Fig. 1: routed clock nets over the placement
(4 px per um)
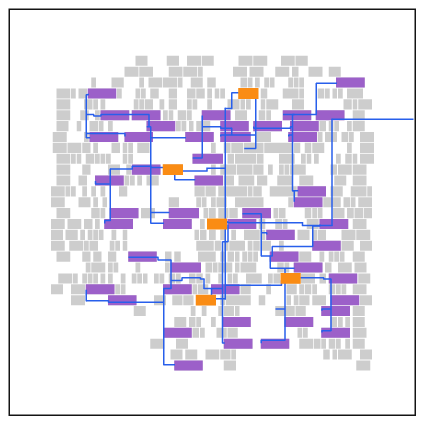
Fig. 2: signal wires by layer
(3 px per um) Only two layers are drawn.
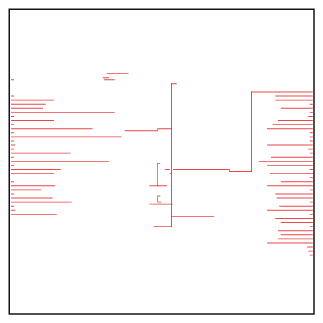
`config.mk`:
```
export PLATFORM = sky130hd
export DESIGN_NAME = bus_controller
export DESIGN_NICKNAME = d
export VERILOG_FILES = /design/src/rtl/bus_controller.sv
export SDC_FILE = /design/constraint.sdc
export NUM_CORES = 1
export LEC_CHECK = 0
export ABC_AREA = 1
export CORE_MARGIN = 10
export CORE_UTILIZATION = 35
export DETAILED_ROUTE_END_ITERATION = 8
export PLACE_DENSITY = 0.72
export SLEW_MARGIN = 5
export SYNTH_ARGS = -nofsm -noshare
export SYNTH_HDL_FRONTEND = slang
export SYNTH_SLANG_ARGS = --single-unit
```
`constraint.sdc`:
```
create_clock -name clk -period 1.3 [get_ports clk]
set_input_delay 0.195 -clock clk [delete_from_list [all_inputs] [get_ports clk]]
set_output_delay 0.195 -clock clk [all_outputs]
set_load 0.01 [all_outputs]
```
`src/rtl/bus_controller.sv`:
```
// Two-master bus sequencer: fixed priority to master 1 with a starvation guard
// for master 2, registered slave-side strobes, timeout abort and done/err pulses.
module bus_controller #(
   parameter int ADDR_W       = 16,
   parameter int DATA_W       = 8,
   parameter int TIMEOUT      = 15,
   parameter int STARVE_LIMIT = 3
) (
   input  logic              clk,
   input  logic              rst,
   input  logic              m1_read,
   input  logic              m1_write,
   input  logic [ADDR_W-1:0] m1_addr,
   input  logic [DATA_W-1:0] m1_wdata,
   input  logic              m2_read,
   input  logic              m2_write,
   input  logic [ADDR_W-1:0] m2_addr,
   input  logic [DATA_W-1:0] m2_wdata,
   output logic              grant1,
   output logic              grant2,
   output logic              m1_done,
   output logic              m2_done,
   output logic              err,
   output logic [DATA_W-1:0] rdata,
   output logic [ADDR_W-1:0] bus_addr,
   output logic [DATA_W-1:0] bus_wdata,
   output logic              bus_rd,
   output logic              bus_wr,
   input  logic [DATA_W-1:0] bus_rdata,
   input  logic              bus_ready,
   output logic              busy
);

   localparam logic [1:0] ST_IDLE   = 2'd0;
   localparam logic [1:0] ST_ACCESS = 2'd1;
   localparam logic [1:0] ST_DONE   = 2'd2;

   localparam int TMR_W = (TIMEOUT < 2) ? 1 : $clog2(TIMEOUT);
   localparam int STV_W = (STARVE_LIMIT < 1) ? 1 : $clog2(STARVE_LIMIT + 1);
   localparam logic [TMR_W-1:0] TMR_LAST = TMR_W'(TIMEOUT - 1);
   localparam logic [STV_W-1:0] STV_MAX  = STV_W'(STARVE_LIMIT);

   logic [1:0]        state_r;
   logic [TMR_W-1:0]  timer_r;
   logic [STV_W-1:0]  starve_cnt_r;
   logic              op_wr_r;
   logic              grant1_r;
   logic              grant2_r;
   logic              m1_done_r;
   logic              m2_done_r;
   logic              err_r;
   logic [DATA_W-1:0] rdata_r;
   logic [ADDR_W-1:0] bus_addr_r;
   logic [DATA_W-1:0] bus_wdata_r;
   logic              bus_rd_r;
   logic              bus_wr_r;
   logic              busy_r;

   logic              m1_req_s;
   logic              m2_req_s;
   logic              pick_m2_s;
   logic [ADDR_W-1:0] sel_addr_s;
   logic [DATA_W-1:0] sel_wdata_s;
   logic              sel_wr_s;
   logic [STV_W-1:0]  starve_nxt_s;

   // Arbitration: winner, its latched fields and the next starvation count.
   always_comb begin
      m1_req_s = m1_read | m1_write;
      m2_req_s = m2_read | m2_write;

      if (m2_req_s && (!m1_req_s || (starve_cnt_r == STV_MAX))) begin
         pick_m2_s = 1'b1;
      end else begin
         pick_m2_s = 1'b0;
      end

      // Read+write together is a write, hence the write bit alone decides the op.
      if (pick_m2_s) begin
         sel_addr_s  = m2_addr;
         sel_wdata_s = m2_wdata;
         sel_wr_s    = m2_write;
      end else begin
         sel_addr_s  = m1_addr;
         sel_wdata_s = m1_wdata;
         sel_wr_s    = m1_write;
      end

      if (pick_m2_s || !m2_req_s) begin
         starve_nxt_s = '0;
      end else if (starve_cnt_r == STV_MAX) begin
         starve_nxt_s = starve_cnt_r;
      end else begin
         starve_nxt_s = starve_cnt_r + STV_W'(1);
      end
   end

   // Transaction sequencer and all registered outputs.
   always_ff @(posedge clk) begin
      if (rst) begin
         state_r      <= ST_IDLE;
         timer_r      <= '0;
         starve_cnt_r <= '0;
         op_wr_r      <= 1'b0;
         grant1_r     <= 1'b0;
         grant2_r     <= 1'b0;
         m1_done_r    <= 1'b0;
         m2_done_r    <= 1'b0;
         err_r        <= 1'b0;
         rdata_r      <= '0;
         bus_addr_r   <= '0;
         bus_wdata_r  <= '0;
         bus_rd_r     <= 1'b0;
         bus_wr_r     <= 1'b0;
         busy_r       <= 1'b0;
      end else begin
         case (state_r)
            ST_IDLE: begin
               m1_done_r <= 1'b0;
               m2_done_r <= 1'b0;
               err_r     <= 1'b0;
               if (m1_req_s || m2_req_s) begin
                  state_r      <= ST_ACCESS;
                  timer_r      <= '0;
                  starve_cnt_r <= starve_nxt_s;
                  op_wr_r      <= sel_wr_s;
                  grant1_r     <= ~pick_m2_s;
                  grant2_r     <= pick_m2_s;
                  bus_addr_r   <= sel_addr_s;
                  bus_wdata_r  <= sel_wdata_s;
                  bus_rd_r     <= ~sel_wr_s;
                  bus_wr_r     <= sel_wr_s;
                  busy_r       <= 1'b1;
               end
            end
            ST_ACCESS: begin
               if (bus_ready || (timer_r == TMR_LAST)) begin
                  state_r   <= ST_DONE;
                  bus_rd_r  <= 1'b0;
                  bus_wr_r  <= 1'b0;
                  m1_done_r <= grant1_r;
                  m2_done_r <= grant2_r;
                  err_r     <= ~bus_ready;
                  if (bus_ready && !op_wr_r) begin
                     rdata_r <= bus_rdata;
                  end
               end else begin
                  timer_r <= timer_r + TMR_W'(1);
               end
            end
            ST_DONE: begin
               state_r   <= ST_IDLE;
               grant1_r  <= 1'b0;
               grant2_r  <= 1'b0;
               m1_done_r <= 1'b0;
               m2_done_r <= 1'b0;
               err_r     <= 1'b0;
               busy_r    <= 1'b0;
            end
            default: begin
               state_r   <= ST_IDLE;
               grant1_r  <= 1'b0;
               grant2_r  <= 1'b0;
               m1_done_r <= 1'b0;
               m2_done_r <= 1'b0;
               err_r     <= 1'b0;
               bus_rd_r  <= 1'b0;
               bus_wr_r  <= 1'b0;
               busy_r    <= 1'b0;
            end
         endcase
      end
   end

   assign grant1    = grant1_r;
   assign grant2    = grant2_r;
   assign m1_done   = m1_done_r;
   assign m2_done   = m2_done_r;
   assign err       = err_r;
   assign rdata     = rdata_r;
   assign bus_addr  = bus_addr_r;
   assign bus_wdata = bus_wdata_r;
   assign bus_rd    = bus_rd_r;
   assign bus_wr    = bus_wr_r;
   assign busy      = busy_r;

endmodule

```
==> results.txt <==
The implementation run finished. The flow ran to the end, and the final reports show no timing, DRC or antenna violations. The worst setup path is captured at a register. Tally of unique sky130hd cells used after synthesis landed at 22. Power spread over the standard cell area amounts to between 1000 and 1500 nW/um2. Final count of pins violating max slew landed at 0.

For reference, the top cells by area after synthesis are sky130_fd_sc_hd__dfxtp_1 43%, sky130_fd_sc_hd__nand2_1 15%, sky130_fd_sc_hd__nor2_1 10%. Total tool warning count landed at 29. Final-report hold violation count landed at 0. Sequential cell area fraction in the yosys report landed at 42.61%. The report lists the cells along the critical path as ha_2, o21bai_4, nand2_4, buf_6, nand2_2, nand2_2, nand2_2, a21oi_2. Timing-limited maximum frequency landed at 0.7757 GHz. Fraction of power consumed by combinational cells landed at 29.1%. According to the timing report, the arrival time at the worst endpoint equals roughly 1.5 ns. Ranked by instance count, the synthesized netlist is headed by 93 x sky130_fd_sc_hd__nand2_1, 64 x sky130_fd_sc_hd__nor2_1, 49 x sky130_fd_sc_hd__dfxtp_1, 26 x sky130_fd_sc_hd__inv_1, 22 x sky130_fd_sc_hd__a21oi_1. Flip-flop and latch area landed at about 990 um2. Met3 layer wire length in the routed design landed at 737 um.

Proportion of register bits with asynchronous set or reset after synthesis landed at 0%. The top cell type in the final layout, fill and taps aside, is sky130_fd_sc_hd__nand2_1. The worst path uses a little under 100% of the clock period. Core area landed at 6386 um2.

Fraction of area in multi-input gates landed at between 30% and 40%. Number of global-route vias before repair landed at around 2,500. Ratio of cells with drive above 1 in the final layout landed at 16.52%. Number of DRC markers in iteration 0 landed at 59. For the finished layout, the period the worst path requires is 1.289 ns. Met3 usage landed at under 10%. Largest stage delay on the critical path landed at 0.33 ns.

Grouping non-sequential cells by family puts the most area in simple AND/OR/NAND/NOR gates. A synthesized cell averages between 6 and 7 um2. Measured in cells, the most critical reg-to-reg path has a length of 8. The repair_antennas step left the layout with diodes totalling 0. Overall power consumption after layout is estimated at 0.003790 W. Fraction of power spent switching nets landed at 29.86%.

Count of max-cap constraint violations landed at 0. The final report gives the core utilization as 58.39%. Count of nets left with antenna violations after detail routing landed at 0. Including well taps, the total number of placed cells is 528. In this run the critical register-to-register path is launched from starve_cnt_r[0]. In the final routing, the length of wire on met1 measures 3.188 mm. Largest fanout of any net on the critical path landed at 5.

Layout inverter count without the clock tree landed at 29. Prior to clock tree synthesis, the placed netlist has a worst setup slack of -0.3599 ns. Looking at the clock tree report, the root buffer type is sky130_fd_sc_hd__clkbuf_8. The synth_stat.txt file lists the number of cells as between 300 and 400.

Leaving out fill and tap cells, the most frequent cells in the layout are 88 x sky130_fd_sc_hd__nand2_1, 63 x sky130_fd_sc_hd__nor2_1, 59 x sky130_fd_sc_hd__clkdlybuf4s50_1, 45 x sky130_fd_sc_hd__dfxtp_1, 42 x sky130_fd_sc_hd__dlygate4sd2_1. Tightest slew margin relative to the limit landed at between 80% and 90%. TritonCTS built the clock tree. STA reports the tightest min-delay check as being of type primary input to register. Chip area landed at about 10,000 um2. Least setup slack across all paths after layout landed at around 0.011 ns. The internal power of the cells totals 0.002658 W. CTS built an H-tree with a depth of 2.

There are 49 flip-flops and latches. Number of post-CTS setup repair buffers landed at 1. In this run the critical register-to-register path is captured at bus_addr[15].

The number of clock buffers added by TritonCTS is 5. By area, non-clock buffers come first. CTS saw roughly 50 sinks. In the routed layout, each cell is associated on average with a via count of 4.730. Area fraction of clock buffers and clock inverters landed at under 10%. Total number of yosys warnings landed at 0. In this run the vertical extent of the chip is 101.1 um. Worst-case clock buffer depth landed at 2. Along the worst hold path, the cell count comes to 5. Gate count of the mapped netlist landed at approximately 340. Per STA, the library cell used most along the worst path is sky130_fd_sc_hd__nand2_2. Post-cts sizing count landed at 51. The commonest register cell is sky130_fd_sc_hd__dfxtp_1. Pin count of the biggest net entering global routing landed at 26. Summed negative setup slack over all endpoints landed at 0 ns. Leaving out buffers and inverters, the combinational logic in the layout accounts for 1205 um2. At the end of routability-driven placement, the weighted congestion stood at roughly 0.9. Xor and xnor area share after synthesis landed at 0%. Number of DRC violations after detailed routing landed at 0. Measured slew at the worst slew-check pin landed at ~0.23 ns.

Total leakage power landed at 1.830 nW. The layout report lists the non-clock buffer share of cell area as 32.95%. Length of the first detailed-routing pass in iterations landed at 4. The largest total area in the synthesized netlist belongs to sky130_fd_sc_hd__dfxtp_1. Wire length on met2 landed at 3.266 mm. The highest metal layer carrying signal wires in the routed design is met4. The synthesis stats list as the most numerous cell sky130_fd_sc_hd__nand2_1.

Worst-case vdd ir drop landed at 0.6337 mV. The critical path ends at bus_addr[15]. In the final layout, the fill cell count is 626. Across the whole layout, storage elements make up 26.44% of the cell area. Synthesized net count landed at between 400 and 500.

Number of flops mapped to enable cells by yosys landed at 0. Of the total synthesized cell area, the portion taken by full adders, half adders and majority gates is under 10%. Hold analysis lists the worst path endpoint as bus_wr. The final report lists the setup-violating endpoint count as 0.
Back to the opening pictures, Fig. 1:
[flip-flops] purple | count: 49
[clock wires] blue | length: 629 um
[clock-net drivers] orange | count: 5
routed clock nets: 6
later-pin clock latency in the skew report: 0.30 ns
Fin Clk Skew: 0.004325 ns
power in the clock group: 0.000985 W
clock power share: 26.0%

Back to the opening pictures, Fig. 2:
| layer | color | wire length |
|---|---|---|
| M3 | red | 737 um |
| M4 | purple | 81.6 um |
Avg WL per Cell: 13.54 um
Total Wirelength: 7.273 mm
total routing usage reported by global routing: 13.58%
vias post-DR: 2,540

critical path, delay by kind of cell (launching register included):
family                     cells  cell delay (ns)
AOI/OAI and AO/OA              2             0.31
adders and majority gates      1             0.17
buffers and inverters          1             0.12
DFF                            1             0.33
and+or+nand+nor                4             0.30
power by group through the flow:
stage          sequential, W  clock [W]  combinational [W]
3_5_place_dp         0.00174          0            0.00111
5_1_grt              0.00172    0.00106            0.00123
3_3_place_gp         0.00173          0            0.00110
4_1_cts              0.00170    0.00102            0.00107
6_report             0.00170   0.000985            0.00110
2_1_floorplan        0.00178          0           0.000480
state kept, by name, summed over array words and instances (netlist names), 2 cells and up:
register,cells
bus_addr,16
starve_cnt_r,2
bus_wdata,8
state_r,2
timer_r,4
rdata,8
Power is estimated from default activity; no workload was simulated.
